Design mem_access_unit, sky130hd; sources not shown.
Run 1, port wiring:
The bar under the picture is 50 µm long.
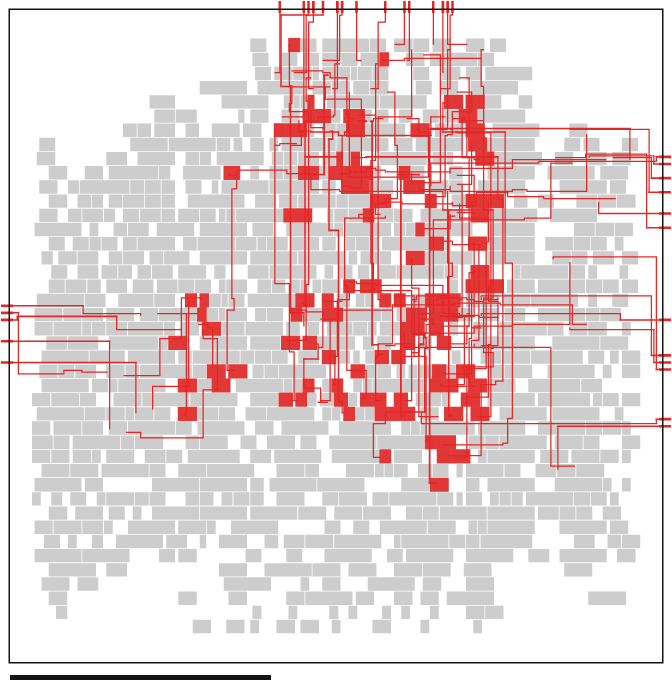
| colour | port | bits | direction | end cells | wire |
|---|---|---|---|---|---|
| red | mem_rdata | 32 | input | 99 | 3,400 µm |
top-level port count: 163
Port Buffer Count: 162

Run 1, cell outlines without signal wires:
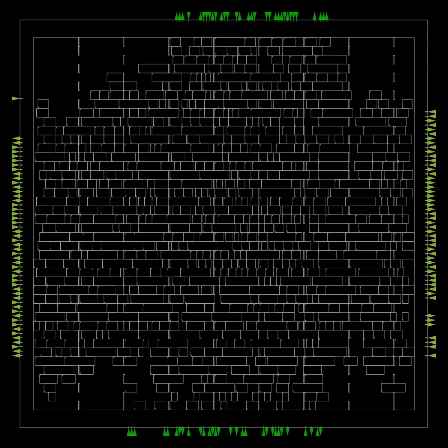
final sequential cell count: 115
Std-Cell Core Area: 0.0133 mm²
Final Instance Count excl. Fillers: 963
sequential portion of the cell area: 0.309
Layout fillers: 955

Run 1, placement by cell class:
Fill, decap, tap and diode cells in grey.
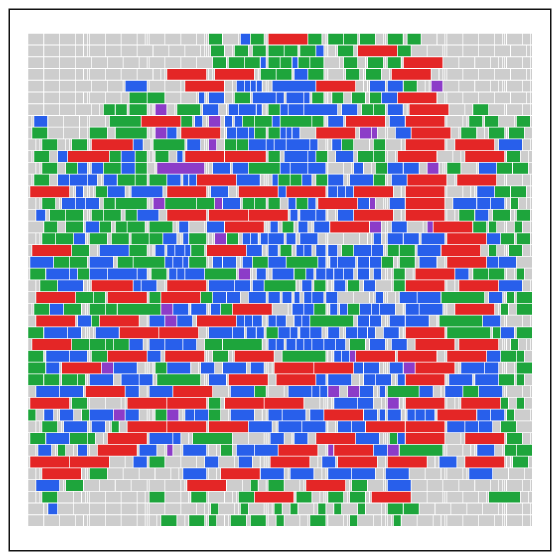
| colour | class | cells |
|---|---|---|
| green | remaining buffers and delay cells | 278 |
| red | registers | 115 |
| blue | remaining logic cells | 364 |
| purple | clock drivers and dummy loads | 29 |
# rows: 42
design area: 0.00933 mm²
post-layout utilization of the core: 0.699

Run 1, wire density map:
The die is cut into 25 by 25 equal tiles; dark blue is low, red is high, scaled to the fullest tile. Values are wire area over tile area, all layers added.
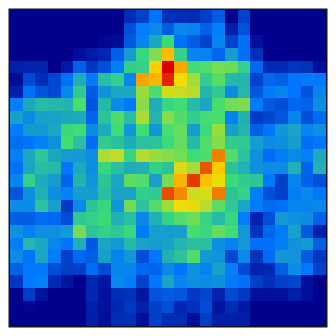
fullest tile: 0.86
nearly empty tiles: 14%
mean over tiles: 0.24
densest ninth of the die: centre
emptiest ninth of the die: upper left
Avg WL per Cell: 23.2 µm
via count: 5,742

==> results.json, run 1 <==
{
  "nNetsFinal": 860,
  "setup_viol": 150,
  "layout.cells.most_common": "sky130_fd_sc_hd__dfrtp_1",
  "fp_util": 0.442,
  "drt-total-wl_mm": 22.4,
  "combGateArea_mm2": 0.00326,
  "final_layout_size_suffix_gt1_frac": 0.411,
  "via_density_per_instance": 5.96,
  "setup_ws_ps": -637,
  "synth.distinct_cells": 44,
  "netlist_top_cells_count": "sky130_fd_sc_hd__dfrtp_1, sky130_fd_sc_hd__mux2_2, sky130_fd_sc_hd__o21ai_0, sky130_fd_sc_hd__a22o_1, sky130_fd_sc_hd__nand2_1",
  "fmax_ghz": 0.428,
  "worst_setup_hold_path_clk_slew_ps": 100,
  "leakagePower_nw": 4.36,
  "critPathKind": "reg2out",
  "cp_num_buf_inv": 4,
  "antenna_found_initial": 1,
  "clock.latency.late_pin_ps": 540,
  "yosys.area.top_type": "sky130_fd_sc_hd__dfrtp_1",
  "seq_power_share": 0.309,
  "post-synth-top-area-fraction": 0.488,
  "worst_path_dominant_cell_family": "buffers and inverters",
  "synthesis.instances": 524,
  "nMultiInputCombCells": 361,
  "critPathMaxStageDelay_ps": 450,
  "worstPathMaxFanout": 17,
  "number_of_flops_mapped_to_enable_cells_by_yosys": 0,
  "clk-power_w": 0.00168,
  "diodes": 1,
  "timing.setup.tns_ps": -44400,
  "detail-route-antenna-nets": 0,
  "pg_comb_w": 0.00903,
  "grt_max_degree": 116,
  "dp.cells": 889,
  "switchingPower_w": 0.00619,
  "num_cts_buffers": 17,
  "timing.critical_path.from_type": "flop",
  "outcome": "finished with violations",
  "dp.final_hpwl_mm": 14.1,
  "cts.htree.levels": 4,
  "ctsRootBufferMaster": "sky130_fd_sc_hd__clkbuf_4",
  "first_global_vias": 6093,
  "synth_area_per_cell_um2": 11.2,
  "n_all_inverters": 3,
  "final_skew_ps": 15.9,
  "unrepaired_setup_endpoints_after_global_routing": "yes",
  "clockBufferDepth": 2,
  "worst-endpoint-arrival_ps": 2000,
  "setup.reg_to_reg.worst_slack_ps": -390,
  "fp_nets": 608,
  "die_height_um": 125,
  "yosys-stat-cells": 524,
  "period_needed_ps": 2340,
  "dominant-cell-class": "combinational gates",
  "comb-cell-share": 0.349,
  "failed_checks": "setup timing",
  "placement.cell_area_mm2": 0.00816,
  "yosys_most_used_dff": "sky130_fd_sc_hd__dfrtp_1",
  "report.final.hold_viol_count": 0,
  "min_path_cells": 2,
  "cell_with_the_most_instances_after_synthesis": "sky130_fd_sc_hd__dfrtp_1",
  "slew_viol_final": 0,
  "cellPowerDensity_mw_per_mm2": 1660,
  "pwr.group.sequential_w": 0.00480,
  "finalWeightedCongestion": 0.945,
  "hp-class": "in2reg",
  "buffers": 278,
  "share_of_the_clock_period_used_by_the_worst_path_after_layout": 1.37,
  "layout_top_cells_excl_fill_tap": "sky130_fd_sc_hd__dfrtp_1, sky130_fd_sc_hd__clkdlybuf4s50_1, sky130_fd_sc_hd__buf_4",
  "power.largest_group": "combinational cells",
  "post_cts.repair.setup_buffers": 30,
  "yosys_chip_area_mm2": 0.00589,
  "layout.area.seq_mm2": 0.00288,
  "remaining_drc_errors": 0,
  "cts_hold_buffers": 1,
  "maxSlewHeadroom": 0.596,
  "final-clk-cell-share": 0.0228,
  "power.clock.fraction": 0.109,
  "critical_path_required_ps": 1360,
  "worst_ir_drop_vdd_uv": 887,
  "cell_internal_power_dissipation_w": 0.00933,
  "synth.yosys.seq_area_share": 0.488,
  "synth_flop_count": 115,
  "synth_async_sr_flop_share": 1.00,
  "tapcell.inserted": 176
}
run 1: logic make-up (layout without fill, tap and decap cells):
| family | after synthesis | count (layout) | synth area share |
|---|---|---|---|
| compound gates | 173 | 173 | 0.211 |
| flops | 115 | 115 | 0.488 |
| simple gates | 98 | 99 | 0.0913 |
| mux | 89 | 89 | 0.168 |
| buf+inv | 49 | 310 | 0.0416 |
| other cells | 0 | 1 | 0 |
run 1: routing by layer:
metal / vias to the layer above / routed length (µm) / global-route usage
li1: 2479 / - / -
met1: 2858 / 8620 / 0.336
met2: 329 / 11000 / 0.457
met3: 76 / 1880 / 0.0763
met4: 0 / 900 / 0.121
met5: - / 0 / 0
==> run 2: changes to the inputs <==
- ABC_AREA: unset -> 1
- PLACE_DENSITY: 0.76 -> 0.75
- SETUP_SLACK_MARGIN: unset -> 0.4
Run 2, wire density map:
The die is cut into 26 by 26 equal tiles; dark blue is low, red is high, scaled to the fullest tile. Values are wire area over tile area, all layers added.
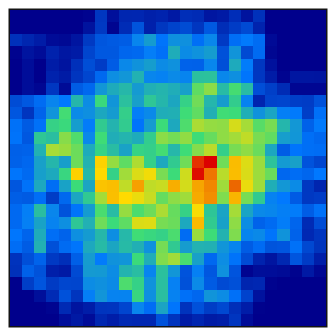
nearly empty tiles: 13%
densest ninth of the die: centre
fullest tile: 1.0
mean over tiles: 0.29
via count: 7,793
All-Layer GR Usage: 0.308
Avg WL per Cell: 20.9 µm
total wire length after detailed routing: 27.5 mm

Run 2, power grid:
The bar under the picture is 50 µm long. Pins as bars on the die edge. Tap cells in grey.
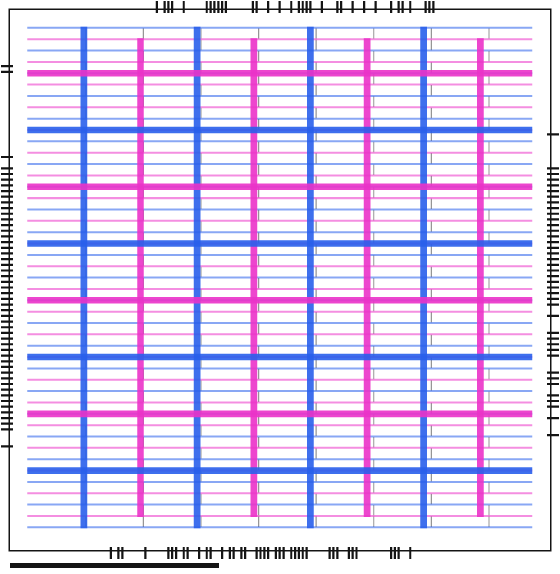
| colour | net |
|---|---|
| magenta | VDD |
| blue | VSS |
rows: 44
met1 rails: 45
signal pins: 163
met4 straps: 8
met5 straps: 8
Die Span X: 129 µm
largest vdd supply drop: 1080 µV
vertical extent of the die: 129 µm
Std-Cell Core Area: 0.0145 mm²

Run 2, port wiring:
The bar under the picture is 50 µm long.
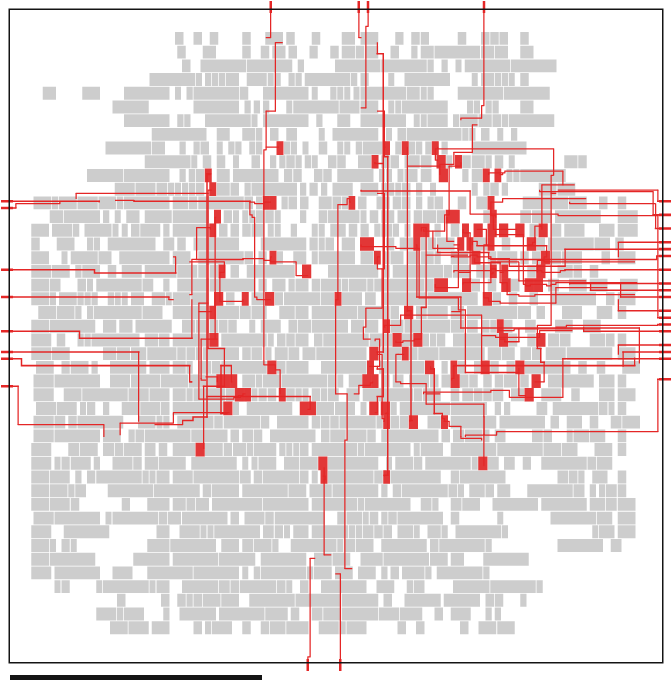
| colour | port | bits | direction | end cells | wire |
|---|---|---|---|---|---|
| red | mem_rdata | 32 | input | 94 | 2,540 µm |

==> run 2 against run 1 <==
  * Utilization is 1.6 points higher
  * Sequential share of layout area is 3.0 points lower
  * Largest power group unchanged
  * Global-route usage up 3.3 points
  * Clock-buffer cell count rose by 1
  * The run still ends with setup timing left
  * Hold slack got worse by 85 ps
  * Sequential cell count stayed put
  * Critical path type unchanged
  * Clock skew rose by 7.9 ps
==> results.json, run 2 <==
{
  "dp.final_hpwl_mm": 15.6,
  "cp_num_buf_inv": 5,
  "compound_area_frac": 0.225,
  "cell_with_the_most_instances_after_synthesis": "sky130_fd_sc_hd__nand2_1",
  "clk-power_w": 0.00218,
  "number_of_flops_mapped_to_enable_cells_by_yosys": 0,
  "finalWeightedCongestion": 0.966,
  "power.clock.fraction": 0.115,
  "mux_share": 0.00237,
  "detailroute.wirelength.met3_mm": 3.36,
  "fmax_ghz": 0.439,
  "num_cts_buffers": 17,
  "cts_hold_buffers": 1,
  "setup.reg_to_reg.worst_slack_ps": -260,
  "yosys_chip_area_mm2": 0.00634,
  "detail-route-antenna-nets": 0,
  "post_cts.repair.setup_buffers": 27,
  "yosys-stat-cells": 864,
  "dr_wl_met2_mm": 12.5,
  "floorplan.io_pins": 163,
  "netlist_top_cells_count": "sky130_fd_sc_hd__nand2_1, sky130_fd_sc_hd__a21oi_1, sky130_fd_sc_hd__dfrtp_1, sky130_fd_sc_hd__inv_1, sky130_fd_sc_hd__o21ai_0",
  "share_of_the_clock_period_used_by_the_worst_path_after_layout": 1.34,
  "switchingPower_w": 0.00872,
  "via_density_per_instance": 5.94,
  "met3_usage": 0.101,
  "post-synth-top-area-fraction": 0.454,
  "clock.latency.late_pin_ps": 590,
  "final_layout_size_suffix_gt1_frac": 0.332,
  "layout.cells.most_common": "sky130_fd_sc_hd__nand2_1",
  "adder_share": 0,
  "yosys-dominant-comb-family": "AND-OR/OR-AND gates",
  "grt.met1_usage": 0.382,
  "pwr.group.sequential_w": 0.00462,
  "critPathMaxStageDelay_ps": 450,
  "remaining_drc_errors": 0,
  "outcome": "finished with violations",
  "total_routed_wire_length_on_the_met1_layer_mm": 10.0,
  "worst_setup_hold_path_clk_slew_ps": 120,
  "maxSlewHeadroom": 0.567,
  "critical_path_required_ps": 1360,
  "report.final.hold_viol_count": 0,
  "setup_ws_ps": -579,
  "power.largest_group": "combinational cells",
  "setup_viol": 160,
  "failed_checks": "setup timing",
  "synth_flop_count": 115,
  "leakagePower_nw": 4.94,
  "worst_path_dominant_cell_family": "buffers and inverters",
  "synthesis.instances": 864,
  "yosys_most_used_dff": "sky130_fd_sc_hd__dfrtp_1",
  "timing.critical_path.from_type": "flop",
  "layout.area.seq_mm2": 0.00288,
  "cts.htree.levels": 4,
  "layout.filler_cells": 1039,
  "synth_async_sr_flop_share": 1.00,
  "final_skew_ps": 23.8,
  "xor_share": 0,
  "critPathKind": "reg2out",
  "synth.yosys.seq_area_share": 0.454,
  "diodes": 0,
  "antenna_found_initial": 0,
  "placement.cell_area_mm2": 0.00873,
  "yosys.area.top_type": "sky130_fd_sc_hd__dfrtp_1",
  "synth.distinct_cells": 27
}
run 2: netlist changes by cell type in the layout (fill, tap and decap cells not counted), sizes merged, moves of 48 or more:
cell   previous run  this run
mux2             73         1
nand2            29       168
nand3             0        48
nor2             10        95
inv               2       105
a21oi            24       125
run 2: cell type report:
class                           count  area share
Timing Repair inverter              2     0.00169
Sequential cell                   115       0.279
Timing Repair Buffer              287       0.292
Clock inverter                     12      0.0134
Clock buffer                       20      0.0145
Tap cell                          184      0.0222
Multi-Input combinational cell    589       0.338
Inverter                          104      0.0390
run 2: cells by family after synthesis:
| family | count (synthesis) |
|---|---|
| AND-OR/OR-AND | 271 |
| buffers and inverters | 162 |
| flip-flops | 115 |
| multiplexers | 1 |
| AND/OR/NAND/NOR | 315 |
Power and IR drop assume default switching activity.
